File: src/rtl/fir_coef_loader_if.sv
// Coefficient stream in, FIR coefficient-bank write port out.
// The loader takes the slave view; the config source and FIR side take the master view.
interface fir_coef_loader_if #(
    parameter int COEF_WIDTH = 24,
    parameter int ADDR_WIDTH = 3
);
    logic signed [COEF_WIDTH-1:0] s_coef_in;
    logic                         s_valid_in;
    logic                         s_ready_out;
    logic        [ADDR_WIDTH-1:0] coef_addr_out;
    logic signed [COEF_WIDTH-1:0] coef_out;
    logic                         we_out;

    modport slave (
        input  s_coef_in, s_valid_in,
        output s_ready_out, coef_addr_out, coef_out, we_out
    );

    modport master (
        output s_coef_in, s_valid_in,
        input  s_ready_out, coef_addr_out, coef_out, we_out
    );
endinterface

File: src/rtl/fir_coef_loader.sv
// Streams NUM_TAPS coefficients into the FIR coefficient bank at addresses 0..NUM_TAPS-1,
// optionally throttled by GAP_CYCLES idle cycles after each write.
module fir_coef_loader #(
    parameter int NUM_TAPS   = 6,
    parameter int COEF_WIDTH = 24,
    parameter int ADDR_WIDTH = 3,
    parameter int GAP_CYCLES = 0
) (
    input  logic                clk,
    input  logic                rst,
    input  logic                start_in,
    input  logic                abort_in,
    fir_coef_loader_if.slave    bus,
    output logic                busy_out,
    output logic                done_out,
    output logic                err_out
);

    typedef enum logic [1:0] {IDLE, LOAD, GAP, DONE} state_t;

    state_t                       state_q, state_d;
    logic        [ADDR_WIDTH-1:0] index_q, index_d;
    logic        [3:0]            gap_q, gap_d;
    logic                         ready_q, ready_d;
    logic                         busy_q, busy_d;
    logic                         done_q, done_d;
    logic                         err_q, err_d;
    logic                         we_q, we_d;
    logic        [ADDR_WIDTH-1:0] addr_q, addr_d;
    logic signed [COEF_WIDTH-1:0] coef_q, coef_d;

    logic hs;
    logic last;

    // abort_in must block a handshake in the very cycle it is raised
    assign hs   = ready_q & ~abort_in & bus.s_valid_in;
    assign last = (index_q == ADDR_WIDTH'(NUM_TAPS - 1));

    always_ff @(posedge clk) begin
        if (rst) begin
            state_q <= IDLE;
            index_q <= '0;
            gap_q   <= '0;
            ready_q <= 1'b0;
            busy_q  <= 1'b0;
            done_q  <= 1'b0;
            err_q   <= 1'b0;
            we_q    <= 1'b0;
            addr_q  <= '0;
            coef_q  <= '0;
        end else begin
            state_q <= state_d;
            index_q <= index_d;
            gap_q   <= gap_d;
            ready_q <= ready_d;
            busy_q  <= busy_d;
            done_q  <= done_d;
            err_q   <= err_d;
            we_q    <= we_d;
            addr_q  <= addr_d;
            coef_q  <= coef_d;
        end
    end

    always_comb begin
        state_d = state_q;
        index_d = index_q;
        gap_d   = gap_q;
        case (state_q)
            IDLE: begin
                if (start_in && !abort_in) begin
                    state_d = LOAD;
                    index_d = '0;
                end
            end
            LOAD: begin
                if (abort_in) begin
                    state_d = IDLE;
                end else if (hs) begin
                    index_d = index_q + 1'b1;
                    if (last) begin
                        state_d = DONE;
                    end else if (GAP_CYCLES > 0) begin
                        state_d = GAP;
                        gap_d   = 4'(GAP_CYCLES - 1);
                    end
                end
            end
            GAP: begin
                if (abort_in) begin
                    state_d = IDLE;
                end else if (gap_q == 4'd0) begin
                    state_d = LOAD;
                end else begin
                    gap_d = gap_q - 4'd1;
                end
            end
            DONE: state_d = IDLE;
            default: state_d = IDLE;
        endcase
    end

    // Next values of the registered outputs, derived from the upcoming state
    always_comb begin
        ready_d = (state_d == LOAD);
        busy_d  = (state_d != IDLE);
        done_d  = (state_q == DONE);
        we_d    = hs;
        addr_d  = hs ? index_q : addr_q;
        coef_d  = hs ? bus.s_coef_in : coef_q;
        err_d   = err_q;
        if (state_q == IDLE) begin
            if (start_in && !abort_in) begin
                err_d = 1'b0;
            end
        end else if (start_in) begin
            err_d = 1'b1;
        end
    end

    assign bus.s_ready_out   = ready_q & ~abort_in;
    assign bus.coef_addr_out = addr_q;
    assign bus.coef_out      = coef_q;
    assign bus.we_out        = we_q;
    assign busy_out          = busy_q;
    assign done_out          = done_q;
    assign err_out           = err_q;

endmodule
File: src/flat_wrapper.sv
// flat-port wrapper written by rule: the top's interface ports become plain ports
module fir_coef_loader_flat 
#(
    parameter int NUM_TAPS   = 6,
    parameter int COEF_WIDTH = 24,
    parameter int ADDR_WIDTH = 3,
    parameter int GAP_CYCLES = 0
)
  (clk, rst, start_in, abort_in, busy_out, done_out, err_out, bus_s_coef_in, bus_s_valid_in, bus_s_ready_out, bus_coef_addr_out, bus_coef_out, bus_we_out);
  fir_coef_loader_if #(.COEF_WIDTH(COEF_WIDTH), .ADDR_WIDTH(ADDR_WIDTH)) bus_i ();
  input  logic clk;
  input  logic rst;
  input  logic start_in;
  input  logic abort_in;
  output logic busy_out;
  output logic done_out;
  output logic err_out;
  input wire logic [$bits(bus_i.s_coef_in)-1:0] bus_s_coef_in;
  input wire logic [$bits(bus_i.s_valid_in)-1:0] bus_s_valid_in;
  output wire logic [$bits(bus_i.s_ready_out)-1:0] bus_s_ready_out;
  output wire logic [$bits(bus_i.coef_addr_out)-1:0] bus_coef_addr_out;
  output wire logic [$bits(bus_i.coef_out)-1:0] bus_coef_out;
  output wire logic [$bits(bus_i.we_out)-1:0] bus_we_out;
  assign bus_i.s_coef_in = bus_s_coef_in;
  assign bus_i.s_valid_in = bus_s_valid_in;
  assign bus_s_ready_out = bus_i.s_ready_out;
  assign bus_coef_addr_out = bus_i.coef_addr_out;
  assign bus_coef_out = bus_i.coef_out;
  assign bus_we_out = bus_i.we_out;
  fir_coef_loader #(.NUM_TAPS(NUM_TAPS), .COEF_WIDTH(COEF_WIDTH), .ADDR_WIDTH(ADDR_WIDTH), .GAP_CYCLES(GAP_CYCLES)) u_core (.clk(clk), .rst(rst), .start_in(start_in), .abort_in(abort_in), .bus(bus_i), .busy_out(busy_out), .done_out(done_out), .err_out(err_out));
endmodule
File: config.mk
export PLATFORM = sky130hd
export DESIGN_NAME = fir_coef_loader_flat
export DESIGN_NICKNAME = d
export VERILOG_FILES = /design/src/rtl/fir_coef_loader_if.sv /design/src/rtl/fir_coef_loader.sv /design/src/flat_wrapper.sv
export SDC_FILE = /design/constraint.sdc
export NUM_CORES = 1
export LEC_CHECK = 0
export ABC_AREA = 1
export ABC_CLOCK_PERIOD_IN_PS = 1100
export CELL_PAD_IN_SITES_DETAIL_PLACEMENT = 0
export CELL_PAD_IN_SITES_GLOBAL_PLACEMENT = 1
export CORE_MARGIN = 10
export CORE_UTILIZATION = 28
export CTS_CLUSTER_SIZE = 28
export DETAILED_ROUTE_END_ITERATION = 12
export PLACE_DENSITY = 0.77
export SETUP_SLACK_MARGIN = 0.3
export SYNTH_ARGS = -nofsm -noshare
export SYNTH_HDL_FRONTEND = slang
export SYNTH_SLANG_ARGS = --single-unit
File: constraint.sdc
create_clock -name clk -period 1.1 [get_ports clk]
set_input_delay 0.275 -clock clk [delete_from_list [all_inputs] [get_ports clk]]
set_output_delay 0.275 -clock clk [all_outputs]
set_load 0.02 [all_outputs]
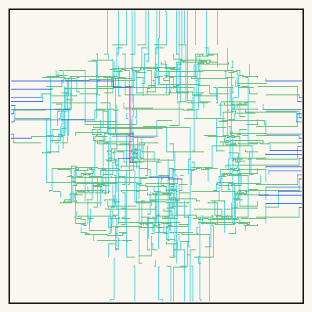
(run_1/layers.png)
Scale: 3 px per um.
magenta -> M4  # wire length 25.2 um
blue -> M3  # wire length 301 um
green -> M1  # wire length 2300 um
cyan -> M2  # wire length 2490 um

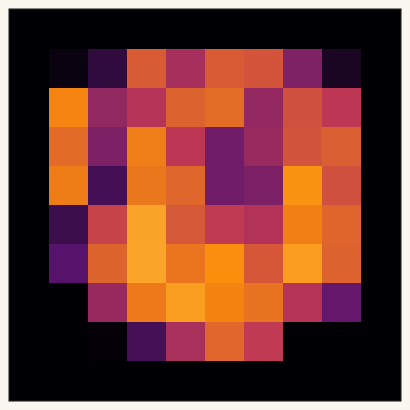
(run_1/util_map.png)
Scale: 4 px per um. 10 x 10 tiles, from black (low) to pale yellow (high), 0 to 100% covered.
emptiest ninth of the die = bottom left
mean over tiles = 31%
tiles over 75% full = 6.0%
fullest tile = 80%
densest ninth of the die = middle
nearly empty tiles = 41%

==> reports/qor.csv, run 1 <==
metric,value,unit
status,finished with violations,
violations,negative setup slack,
fmax,834,MHz
fin_ws,-0.0995,ns
vias,1718,
antenna_found_initial,0,
slew_violations,0,
p_leak,1.17,nW
n_antenna_cell,0,
fin_skew,0.00919,ns
setup_viol,31,
pwr-share-seq,53.7,%
peakVddDrop,492,uV
rows,28,
drt_wl_total,5110,um
relSlewSlack,81.4,%
grt_max_degree,28,
nets,338,
cts_tree,yes,
dpl.hpwl,3470,um
post_drt_wl_per_cell,13.4,um
regToRegSetupSlack,-0.06,ns
postSynthAreaPerCell,7.64,sq um
dp_slack,-0.768,ns
cap_violations,0,
power_density,943,nW/um^2
fin_cells,382,
met3_length,301,um
core,5890,sq um
slowest_stage,dfxtp_2,
worst-path-buf-inv,2,
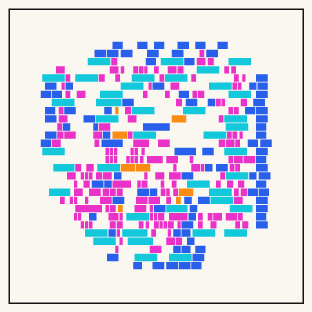
(run_1/class_map.png)
Scale: 3 px per um.
magenta -> remaining logic cells  # cells 167, share of their area 35%
orange -> clock drivers and dummy loads  # cells 8, share of their area 2.8%
cyan -> registers  # cells 41, share of their area 30%
blue -> remaining buffers and delay cells  # cells 91, share of their area 32%

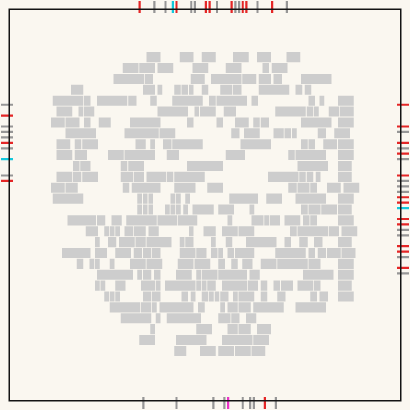
(run_1/pinout.png)
Scale: 4 px per um. Pins as bars across the die edge, other pins in grey.
magenta -> `err_out`  # pins 1, direction output, edge bottom
red -> `bus_coef_out`  # pins 24, direction output, edge 12 right, 8 top, 3 left, 1 bottom
cyan -> `bus_coef_addr_out`  # pins 3, direction output, edge 1 left, 1 top, 1 right

[run 1: path summary, 6_finish.rpt]
path / to / from / cells after the start
worst max register to register: u_core.bus.coef_addr_out[2] / u_core.ready_q / 6
worst min-delay path: u_core.err_out / start_in / 3
worst min register to register: u_core.bus.coef_out[23] / u_core.bus.coef_out[23] / 2
worst max-delay path: bus_s_ready_out / u_core.ready_q / 3
[run 1: layer usage]
| metal | global-route usage, % | vias to the layer above |
|---|---|---|
| met5 | 0 | - |
| met4 | 2.68 | 0 |
| met3 | 4.13 | 2 |
| met2 | 16.9 | 40 |
| met1 | 11.6 | 793 |
| li1 | - | 883 |
[run 1: power groups by stage]
| stage | combinational (W) | clock [W] | sequential (W) |
|---|---|---|---|
| 2_1_floorplan | 0.000125 | 0 | 0.00158 |
| 3_5_place_dp | 0.000328 | 0 | 0.00156 |
| 4_1_cts | 0.000342 | 0.00100 | 0.00153 |
| 5_1_grt | 0.000412 | 0.00106 | 0.00154 |
| 3_3_place_gp | 0.000329 | 0 | 0.00156 |
| 6_report | 0.000376 | 0.000945 | 0.00153 |
[run 1: tightest hold or removal path: stages]
cell	delay (ns)
dlygate4sd2_1	0.27
nand2_1	0.09
a21oi_2	0.05
[run 1: state kept, by name, indices dropped and copies added, names as in the netlist, 2 cells and up]
register                  count
u_core.state_q                2
u_core.gap_q                  4
u_core.bus.coef_addr_out      3
u_core.bus.coef_out          24
u_core.index_q                3
[run 1: cell usage in the layout, fill, tap and decap left out, drive strengths merged]
cell type | synthesis | routed
buf | 7 | 62
nor2 | 23 | 23
xnor2 | 1 | 1
clkbuf | 5 | 7
xor2 | 1 | 1
dfxtp | 41 | 41
ha | 3 | 3
nand3 | 32 | 32
nand2 | 55 | 55
clkdlybuf4s50 | 0 | 24
dlygate4sd2 | 0 | 3
a21oi | 32 | 32
clkinv | 0 | 2
inv | 16 | 16
o21ai | 2 | 2
clkdlybuf4s15 | 0 | 1
nor3 | 1 | 1
nand3b | 1 | 1
[run 1: cell families after synthesis]
family	share of synthesized area (%)
buffers and inverters	8.41
DFF	48.8
and+or+nand+nor	29.3
AOI/OAI and AO/OA	10.1
adders and majority gates	2.23
xor gates and xnor gates	1.04
[run 1: stage by stage]
stage	power, W	hold slack [ns]	instance area (sq um)
after floorplan	0.00171	0.418	1750
after global placement	0.00189	0.451	2460
after detailed placement	0.00189	0.454	2460
after CTS	0.00288	0.422	2740
after global routing	0.00301	0.436	3030
final	0.00285	0.435	3030
[run 1: layout make-up]
cell class / count / area [sq um]
timing repair buffer: 91 / 941
tap: 75 / 93.8
sequential: 41 / 876
multi-input combinational: 151 / 966
clock inverter: 2 / 10.0
clock buffer: 6 / 72.6
fill: 584 / 2860
inverter: 16 / 67.6
[run 1: timing repair]
action / CTS / global route
gates cloned: 1 / 1
pin swaps: 11 / 25
hold buffers: 0 / 0
endpoints found under the hold margin: 0 / 0
endpoints found under the setup margin: 73 / 72
buffers inserted: 6 / 8
resized: 250 / 57
--- run 2 (diff from run 1) ---
Settings changed: CORE_MARGIN 10 to not set.
==> reports/qor.csv, run 2 <==
metric,value,unit,change
status,finished with violations,,unchanged
violations,negative setup slack,,unchanged
min-delay-path-class,input port to flop,,unchanged
design_area,3020,sq um,was 3030 sq um
warning_count,30,,unchanged
fmax,867,MHz,was 834 MHz
fin_ws,-0.0530,ns,was -0.0995 ns
met3_usage,4.80,%,was 4.13%
post_drt_wl_per_cell,12.6,um,was 13.4 um
power_density,958,nW/um^2,was 943 nW/um^2
fin_crit_sh,105,%,was 109%
drt_wl_total,4800,um,was 5110 um
core,5640,sq um,was 5890 sq um
place_area,2470,sq um,was 2460 sq um
seq_area,873,sq um,was 876 sq um
rows,27,,was 28
fin_skew,0.00355,ns,was 0.00919 ns
cap_violations,0,,unchanged
dpl.hpwl,2890,um,was 3470 um
slew_violations,0,,unchanged
final_cell_mix,"43 x nand2_1, 36 x buf_6, 36 x dfxtp_2",,"was 40 x buf_6, 35 x dfxtp_2, 29 x nand3_1"
lay_top_count,nand2_1,,was buf_6
relSlewSlack,81.5,%,was 81.4%
ant_nets,0,,unchanged
final-comb-area,861,sq um,was 966 sq um
peakVddDrop,457,uV,was 492 uV
fillers,544,,was 584
gr-max-usage-layer,met2,,unchanged
setup_viol,25,,was 31
antenna_found_initial,0,,unchanged
numPortBuffers,60,,unchanged
p_leak,1.21,nW,was 1.17 nW
grt_overflow,0,,unchanged
n_antenna_cell,0,,unchanged
cts_tree,yes,,unchanged
synth-async-reset-ratio,0,%,unchanged
cp.required,0.82,ns,about the same
grt_util_met1,19.2,%,was 11.6%
avgViaCountPerCell,4.49,,was 4.50
postSynthAreaPerCell,7.64,sq um,unchanged
synth_area,1680,sq um,unchanged
nets,340,,was 338
grt_max_degree,22,,was 28
[run 2: netlist changes by cell type in the layout (fill, tap and decap cells not counted), moves of 2 or more]
cell / before / now
a21oi_2: 18 / 4
a21oi_1: 14 / 28
buf_6: 40 / 36
bufbuf_16: 0 / 3
nand2_4: 6 / 3
nand2_1: 27 / 43
buf_8: 0 / 2
nand2_2: 22 / 9
[run 2: final timing paths]
kind | from | slack (ns) | to | cells after the start
hold / removal | start_in | 0.40 | u_core.err_out | 3
hold reg to reg | u_core.bus.coef_out[16] | 0.47 | u_core.bus.coef_out[16] | 2
setup reg to reg | u_core.ready_q | -0.04 | u_core.bus.coef_out[7] | 6
setup / recovery | u_core.ready_q | -0.05 | bus_s_ready_out | 3
[run 2: logic make-up after synthesis]
logic type	share of synthesized area, %
AND/OR/NAND/NOR	29.3
flip-flops	48.8
AND-OR/OR-AND	10.1
buffers and inverters	8.41
adder cells (fa/ha/maj)	2.23
XOR/XNOR	1.04
[run 2: area by class of cell]
class                      count  area share [%]
timing repair buffer          93            34.7
sequential                    41            28.9
multi-input combinational    151            28.5
tap                           72            2.98
clock buffer                   6            2.40
inverter                      16            2.24
clock inverter                 2           0.331
[run 2: timing repair]
item,4_1_cts,5_1_grt
hold buffers,0,0
gates resized,256,18
pin swaps,16,6
setup buffers,7,7
cloned,4,0
endpoints found under the setup margin,73,72
[run 2: metal layers]
layer / vias up / share of wire [%]
met5: - / 0
met2: 48 / 48
met1: 770 / 45
met4: 0 / 1.3
met3: 7 / 6.3
li1: 884 / -
[run 2: report_power, final]
group          leakage, nW  internal [W]  switching, W
combinational        0.813      0.000230      0.000176
clock               0.0450      0.000440      0.000517
sequential           0.351       0.00151     0.0000228
total                 1.21       0.00218      0.000716
[run 2: worst max-delay path, stage by stage, from the launching register on]
cell	delay [ns]
dfxtp_2	0.33
inv_2	0.04
nor2_4	0.09
buf_6	0.13
[run 2: metrics by stage]
| step | hold slack, ns | setup slack (ns) | instances | setup TNS [ns] | power [W] |
|---|---|---|---|---|---|
| 2_1_floorplan | 0.418 | 0.0822 | 220 | 0 | 0.00171 |
| 3_3_place_gp | 0.449 | -0.748 | 355 | -20.07 | 0.00189 |
| 3_5_place_dp | 0.454 | -0.760 | 355 | -21.05 | 0.00189 |
| 4_1_cts | 0.399 | -0.0625 | 374 | -0.526 | 0.00292 |
| 5_1_grt | 0.419 | -0.115 | 381 | -2.39 | 0.00304 |
| 6_report | 0.405 | -0.0530 | 381 | -0.590 | 0.00289 |
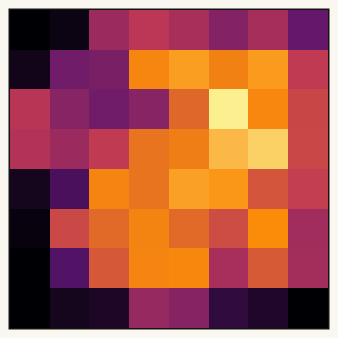
(run_2/util_map.png)
Scale: 4 px per um. 8 x 8 tiles, from black (low) to pale yellow (high), 0 to 100% covered.
fullest tile = 97%
emptiest ninth of the die = bottom left
nearly empty tiles = 6.2%
tiles over 75% full = 11%
mean over tiles = 46%

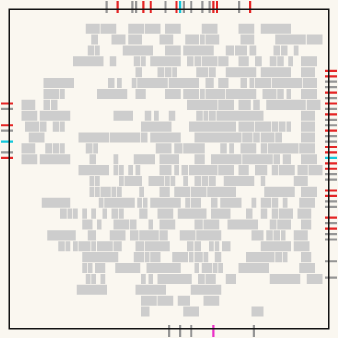
(run_2/pinout.png)
Scale: 4 px per um. Pins as bars across the die edge, other pins in grey.
magenta -> `err_out`  # pins 1, direction output, edge bottom
red -> `bus_coef_out`  # pins 24, direction output, edge 14 right, 7 top, 3 left
cyan -> `bus_coef_addr_out`  # pins 3, direction output, edge 1 left, 1 top, 1 right

Power and IR drop assume default switching activity.
